## src/rtl/usr_seq_ctrl.sv

```systemverilog
// usr_seq_ctrl
// Command sequencer that sits directly upstream of a WIDTH-bit universal
// shift register. It accepts one command per valid/ready handshake,
// drives the register's sel/pi/si controls for the required number of
// cycles, then pulses done for one cycle.
//
// Optional build macro: USR_SEQ_ABORT_EN
//   When defined, adds the 'abort' input. Asserting abort at an edge while
//   a command is executing returns the sequencer to IDLE without a done
//   pulse. When undefined, commands always run to completion.
//
// Ports:
//   clk        in   1       clock, rising-edge
//   rst        in   1       synchronous active-high reset
//   abort      in   1       (USR_SEQ_ABORT_EN only) cancel the running command
//   cmd_valid  in   1       command present
//   cmd_ready  out  1       sequencer can accept a command (IDLE)
//   cmd_op     in   2       00 LOAD, 01 SHL, 10 SHR, 11 ROT
//   cmd_data   in   WIDTH   LOAD value
//   cmd_cnt    in   CNT_W   number of shift/rotate steps
//   cmd_fill   in   1       SHL/SHR serial fill bit; ROT direction (1 = right)
//   po_fb      in   WIDTH   shift register parallel output (feedback)
//   sel        out  2       00 hold, 01 left, 10 right, 11 load
//   pi         out  WIDTH   parallel input to the shift register
//   si         out  1       serial input to the shift register
//   busy       out  1       command in execution
//   done       out  1       one-cycle completion pulse

module usr_seq_ctrl #(
    parameter int WIDTH = 5,
    parameter int CNT_W = 3
) (
    input  logic             clk,
    input  logic             rst,
`ifdef USR_SEQ_ABORT_EN
    input  logic             abort,
`endif
    input  logic             cmd_valid,
    output logic             cmd_ready,
    input  logic [1:0]       cmd_op,
    input  logic [WIDTH-1:0] cmd_data,
    input  logic [CNT_W-1:0] cmd_cnt,
    input  logic             cmd_fill,
    input  logic [WIDTH-1:0] po_fb,
    output logic [1:0]       sel,
    output logic [WIDTH-1:0] pi,
    output logic             si,
    output logic             busy,
    output logic             done
);

    localparam int IDX_W = (WIDTH > 1) ? $clog2(WIDTH) : 1;

    typedef enum logic [1:0] {
        ST_IDLE = 2'b00,
        ST_EXEC = 2'b01,
        ST_DONE = 2'b10
    } state_e;

    typedef enum logic [1:0] {
        OP_LOAD = 2'b00,
        OP_SHL  = 2'b01,
        OP_SHR  = 2'b10,
        OP_ROT  = 2'b11
    } op_e;

    localparam logic [1:0] SEL_HOLD  = 2'b00;
    localparam logic [1:0] SEL_LEFT  = 2'b01;
    localparam logic [1:0] SEL_RIGHT = 2'b10;
    localparam logic [1:0] SEL_LOAD  = 2'b11;

    state_e           state_q, state_d;
    op_e              op_q;
    logic             fill_q;
    logic [CNT_W-1:0] cnt_q;
    logic [WIDTH-1:0] pi_q;

    logic             accept;
    logic             abort_req;
    logic             last_step;
    logic [IDX_W-1:0] rot_idx;

    assign accept = cmd_valid && (state_q == ST_IDLE);

`ifdef USR_SEQ_ABORT_EN
    assign abort_req = abort && (state_q == ST_EXEC);
`else
    assign abort_req = 1'b0;
`endif

    // A LOAD occupies exactly one EXEC cycle; shifts/rotates leave EXEC on
    // the edge where the remaining-step counter reads 1.
    assign last_step = (op_q == OP_LOAD) || (cnt_q == CNT_W'(1));

    // State register
    always_ff @(posedge clk) begin
        if (rst) begin
            state_q <= ST_IDLE;
        end else begin
            state_q <= state_d;
        end
    end

    // Next-state and control outputs
    always_comb begin
        state_d   = state_q;
        cmd_ready = 1'b0;
        busy      = 1'b0;
        done      = 1'b0;
        sel       = SEL_HOLD;

        unique case (state_q)
            ST_IDLE: begin
                cmd_ready = 1'b1;
                if (cmd_valid) begin
                    // A zero-count shift/rotate skips EXEC entirely.
                    if ((op_e'(cmd_op) != OP_LOAD) && (cmd_cnt == '0)) begin
                        state_d = ST_DONE;
                    end else begin
                        state_d = ST_EXEC;
                    end
                end
            end
            ST_EXEC: begin
                busy = 1'b1;
                unique case (op_q)
                    OP_LOAD: sel = SEL_LOAD;
                    OP_SHL:  sel = SEL_LEFT;
                    OP_SHR:  sel = SEL_RIGHT;
                    OP_ROT:  sel = fill_q ? SEL_RIGHT : SEL_LEFT;
                    default: sel = SEL_HOLD;
                endcase
                if (abort_req) begin
                    state_d = ST_IDLE;
                end else if (last_step) begin
                    state_d = ST_DONE;
                end
            end
            ST_DONE: begin
                done    = 1'b1;
                state_d = ST_IDLE;
            end
            default: begin
                state_d = ST_IDLE;
            end
        endcase
    end

    // Command registers. pi keeps the last LOAD value until the next LOAD.
    always_ff @(posedge clk) begin
        if (rst) begin
            op_q   <= OP_LOAD;
            fill_q <= 1'b0;
            cnt_q  <= '0;
            pi_q   <= '0;
        end else if (accept) begin
            op_q   <= op_e'(cmd_op);
            fill_q <= cmd_fill;
            cnt_q  <= cmd_cnt;
            if (op_e'(cmd_op) == OP_LOAD) begin
                pi_q <= cmd_data;
            end
        end else if (state_q == ST_EXEC) begin
            if (abort_req) begin
                cnt_q <= '0;
            end else if (cnt_q != '0) begin
                cnt_q <= cnt_q - 1'b1;
            end
        end
    end

    assign pi = pi_q;

    // Rotation closes the loop through the register output: the bit that
    // falls off one end is fed back as the serial input at the other.
    assign rot_idx = fill_q ? IDX_W'(0) : IDX_W'(WIDTH - 1);

    always_comb begin
        si = 1'b0;
        if (state_q == ST_EXEC) begin
            unique case (op_q)
                OP_SHL, OP_SHR: si = fill_q;
                OP_ROT:         si = po_fb[rot_idx];
                default:        si = 1'b0;
            endcase
        end
    end

endmodule

```

## config.mk

```make
export PLATFORM = sky130hd
export DESIGN_NAME = usr_seq_ctrl
export DESIGN_NICKNAME = d
export VERILOG_FILES = /design/src/rtl/usr_seq_ctrl.sv
export SDC_FILE = /design/constraint.sdc
export NUM_CORES = 1
export LEC_CHECK = 0
export CAP_MARGIN = 20
export CELL_PAD_IN_SITES_DETAIL_PLACEMENT = 2
export CELL_PAD_IN_SITES_GLOBAL_PLACEMENT = 2
export CORE_ASPECT_RATIO = 0.7
export CORE_MARGIN = 4
export CORE_UTILIZATION = 24
export DETAILED_ROUTE_END_ITERATION = 16
export GPL_TIMING_DRIVEN = 0
export PLACE_DENSITY = 0.92
export SYNTH_ARGS = -nofsm -noshare
export SYNTH_HDL_FRONTEND = slang
export SYNTH_SLANG_ARGS = --single-unit
```

## constraint.sdc

```tcl
create_clock -name clk -period 3.2 [get_ports clk]
set_input_delay 0.64 -clock clk [delete_from_list [all_inputs] [get_ports clk]]
set_output_delay 0.64 -clock clk [all_outputs]
set_load 0.1 [all_outputs]
```

### Wiring by layer, run 1

Scale: 4 px per um. Two of the layers only.
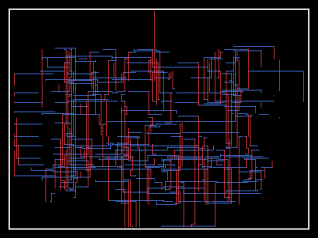
| colour | layer | wire length |
|---|---|---|
| blue | met1 | 1,240 um |
| red | met2 | 1,250 um |

### Placed standard cells, run 1

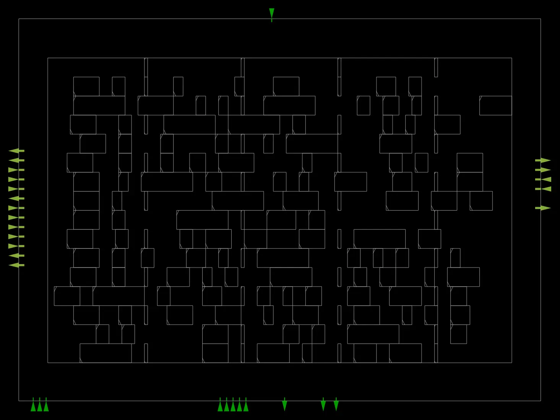
number of tap instances: 36
count of sequential standard cells: 13
Fill cells: 327
post-route insts no fill: 158

==> flow_metrics.py, run 1 <==
# Auto-generated metrics
metrics = {
    "synthesis": {
        "fa_ha_area_frac": 0.101,
        "mux_share": 0,
        "synthesis.yosys.warnings": 0,
        "netlist_instances": 92,
        "area_fraction_in_xor_and_xnor_cells": 0,
        "ys_async_sr_fraction": 0,
        "synth-edff-count": 0,
    },
    "route": {
        "detail_route.iter0.violations": 27,
        "routed-via-count": 790,
    },
    "placed_design": {
        "place_congestion": 0.784,
        "dpl_worst_slack_ns": -0.000561,
    },
    "clock_tree": {
        "ctsRootBufferMaster": "sky130_fd_sc_hd__clkbuf_8",
        "cts_tree": "yes",
    },
    "cells_and_area": {
        "post_route_cells_drive_above_1_share": 0.0820,
        "antennaDiodeCount": 0,
        "total_nets_final": 148,
    },
    "floorplan": {
        "die_h_um": 54.6,
    },
    "sta": {
        "timing_max_transition_violations_final": 0,
        "post_route_hold_slack_ns": 0.492,
        "maxSlewHeadroom": 0.343,
    },
    "run_status": {
        "run_status": "finished clean",
    },
    "global_routing": {
        "grt_start_max_net_pins": 11,
        "grt_first_pass_wirelength_mm": 4.52,
    },
    "setup_path": {
        "critPathRequiredTime_ns": 2.56,
    },
}
### Cells coloured by class, run 1

Scale: 4 px per um.
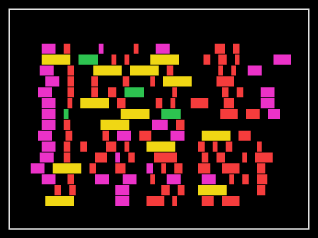
| colour | class | cells |
|---|---|---|
| magenta | other buffers and delay cells | 30 |
| red | all other logic | 75 |
| green | clock drivers and dummy loads | 4 |
| yellow | flops | 13 |
Util after Layout: 0.382
core area: 2880 um^2
standard-cell row count: 16
proportion of cell area occupied by registers: 0.237

## run 1: placed cells by master, fill, tap and decap left out, drive strengths merged, types with 2 or more instances in the layout
master         count
buf                2
nand2b             2
o21ai              7
nand2              8
nor2               4
ha                 6
dfxtp             13
a21o               2
clkdlybuf4s50     24
nor3               2
inv                6
clkbuf             6
nand3              6
and3               2
a211o              2
a21oi             15
nor3b              2
nor2b              3
## run 1: layout make-up
type,instances,share of cell area
Timing Repair Buffer,26,0.238
Inverter,6,0.0205
Tap cell,36,0.0410
Buffer,4,0.0216
Sequential cell,13,0.237
Clock buffer,4,0.0410
Multi-Input combinational cell,69,0.402
## run 1: report_power, final
group	leakage (nW)	internal [mW]	switching (mW)
clock network	0.0228	0.0880	0.0605
registers	0.106	0.172	0.0116
logic	0.310	0.0566	0.108
## run 1: layer usage
metal / up-vias / global-route usage / wire, um / share of wire
met4: 0 / 0.0296 / 14 / 0.0054
met2: 20 / 0.262 / 1250 / 0.48
met1: 380 / 0.185 / 1240 / 0.48
met3: 4 / 0.0422 / 98 / 0.038
li1: 386 / - / - / -
met5: - / 0 / 0 / 0
## run 1: how the worst max path moves through the flow
stage / startpoint / endpoint / slack, ns / cells past startpoint
floorplan: op_q[0] / sel[0] / 0.33 / 4
global placement: po_fb[0] / si / 0.04 / 5
detailed placement: po_fb[0] / si / -0.0006 / 5
CTS: op_q[1] / sel[0] / 0.08 / 5
global route: op_q[0] / sel[1] / 0.08 / 5
finish: op_q[0] / sel[1] / 0.27 / 5
## run 1: registers in the layout, summed over array words and instances, names as in the netlist
name	cells
cnt_q	3
op_q	2
state_q	2
pi	5
fill_q	1
## run 1: what timing repair did
item / in CTS / in global routing
setup buffers: 0 / 0
hold buffers: 0 / 0
resized: 1 / 1
setup endpoints to repair: 1 / 1
==> inputs of run 2 (changes only) <==
--- a/config.mk
+++ b/config.mk
@@ -5,7 +5,7 @@
 export SDC_FILE = /design/constraint.sdc
 export NUM_CORES = 1
 export LEC_CHECK = 0
-export CAP_MARGIN = 20
+export CAP_MARGIN = 15
 export CELL_PAD_IN_SITES_DETAIL_PLACEMENT = 2
 export CELL_PAD_IN_SITES_GLOBAL_PLACEMENT = 2
 export CORE_ASPECT_RATIO = 0.7
@@ -13,6 +13,7 @@
 export CORE_UTILIZATION = 24
 export DETAILED_ROUTE_END_ITERATION = 16
 export GPL_TIMING_DRIVEN = 0
+export HOLD_SLACK_MARGIN = 0.12
 export PLACE_DENSITY = 0.92
 export SYNTH_ARGS = -nofsm -noshare
 export SYNTH_HDL_FRONTEND = slang
### Placed standard cells, run 2

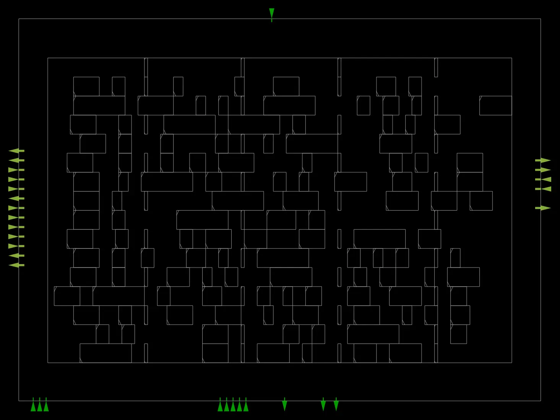

### Metal 3, run 2

Scale: 4 px per um.
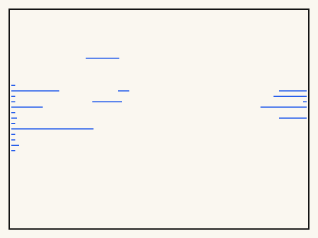
longest straight run: 20.2 um
nets with wire on the layer: 19
main direction: horizontal
share of all routed wire: 3.8%
wire length on this layer: 98.9 um

==> run 2 against run 1 <==
Against the previous run:
- fmax unchanged
- final cell count unchanged
- clock skew unchanged
- largest power group unchanged
- sequential share of layout area unchanged
- first-iteration DRC count unchanged
- count of clock-buffer cells in the layout unchanged
- sequential power about the same
- hold slack unchanged
- total power unchanged
- critical path depth unchanged
- critical path type unchanged
- clock power about the same
==> flow_metrics.py, run 2 <==
# Auto-generated metrics
metrics = {
    "run_status": {
        "run_status": "finished clean",
    },
    "clock_tree": {
        "ctsRootBufferMaster": "sky130_fd_sc_hd__clkbuf_8",
        "cts_tree": "yes",
    },
    "route": {
        "detail_route.iter0.violations": 27,
    },
    "synthesis": {
        "synth-edff-count": 0,
        "netlist_instances": 92,
        "synthesis.yosys.warnings": 0,
    },
    "cells_and_area": {
        "antennaDiodeCount": 0,
        "instances_no_fill": 158,
        "final.fill_count": 327,
        "post_route_cells_drive_above_1_share": 0.0820,
        "most_numerous_logic_cells_after_layout": "sky130_fd_sc_hd__clkdlybuf4s50_1 (24), sky130_fd_sc_hd__a21oi_1 (15), sky130_fd_sc_hd__dfxtp_1 (13), sky130_fd_sc_hd__nand2_1 (8)",
    },
    "global_routing": {
        "grt_start_max_net_pins": 11,
        "grt_first_pass_wirelength_mm": 4.52,
    },
    "sta": {
        "maxSlewHeadroom": 0.343,
        "timing_max_transition_violations_final": 0,
    },
    "placed_design": {
        "place_congestion": 0.784,
    },
    "floorplan": {
        "core_area_um2": 2880,
    },
    "setup_path": {
        "critPathLaunch": "op_q[0]",
        "critPathRequiredTime_ns": 2.56,
    },
}
### Register map, names as in the netlist, run 2

Scale: 8 px per um. Other sequential cells in the stronger grey, the rest of the logic in the fainter grey.
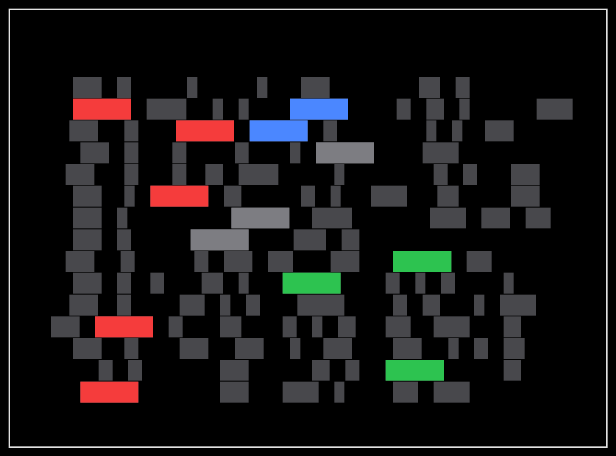
| colour | netlist name | sequential cells |
|---|---|---|
| red | pi | 5 |
| green | cnt_q | 3 |
| blue | op_q | 2 |
not coloured: 3

run 2: stage by stage:
| stage | hold WS (ns) | worst slack, ns |
|---|---|---|
| after CTS | 0.498 | 0.0772 |
| after global routing | 0.520 | 0.0750 |
| after global placement | 0.476 | 0.0382 |
| after floorplan | 0.463 | 0.329 |
| after detailed placement | 0.478 | -0.000561 |
| final | 0.492 | 0.273 |
run 2: path summary, 6_finish.rpt:
path,end,cells past startpoint
max,sel[1],5
min,pi[1],2
max reg2reg,pi[3],4
min reg2reg,pi[1],2
run 2: cells by family (layout without fill, tap and decap cells):
family | count (synthesis) | in the layout | synth area share
AND-OR/OR-AND | 31 | 31 | 0.256
flip-flops | 13 | 13 | 0.350
adder cells (fa/ha/maj) | 6 | 6 | 0.101
buffers and inverters | 10 | 40 | 0.0623
AND/OR/NAND/NOR | 32 | 32 | 0.231
run 2: per-layer routing:
layer | vias up | GRT usage | wire [um]
met5 | - | 0 | 0
met4 | 0 | 0.0296 | 14
met3 | 4 | 0.0422 | 98
met2 | 20 | 0.262 | 1250
met1 | 380 | 0.185 | 1240
li1 | 386 | - | -
run 2: where the power goes:
group	internal (mW)	total [mW]	switching, mW
clock	0.0880	0.149	0.0605
sequential	0.172	0.184	0.0116
combinational	0.0566	0.165	0.108
run 2: area by class of cell:
class                   instances  share of cell area
plain buffers                   4              0.0216
flip-flops and latches         13               0.237
inverters                       6              0.0205
multi-input cells              69               0.402
well taps                      36              0.0410
clock buffers                   4              0.0410
repair buffers                 26               0.238
run 2: timing repair:
| item | CTS | global route |
|---|---|---|
| endpoints found under the setup margin | 1 | 1 |
| pin swaps | 0 | 0 |
| hold buffers | 0 | 0 |
| gates resized | 1 | 1 |
Power and IR drop assume default switching activity.
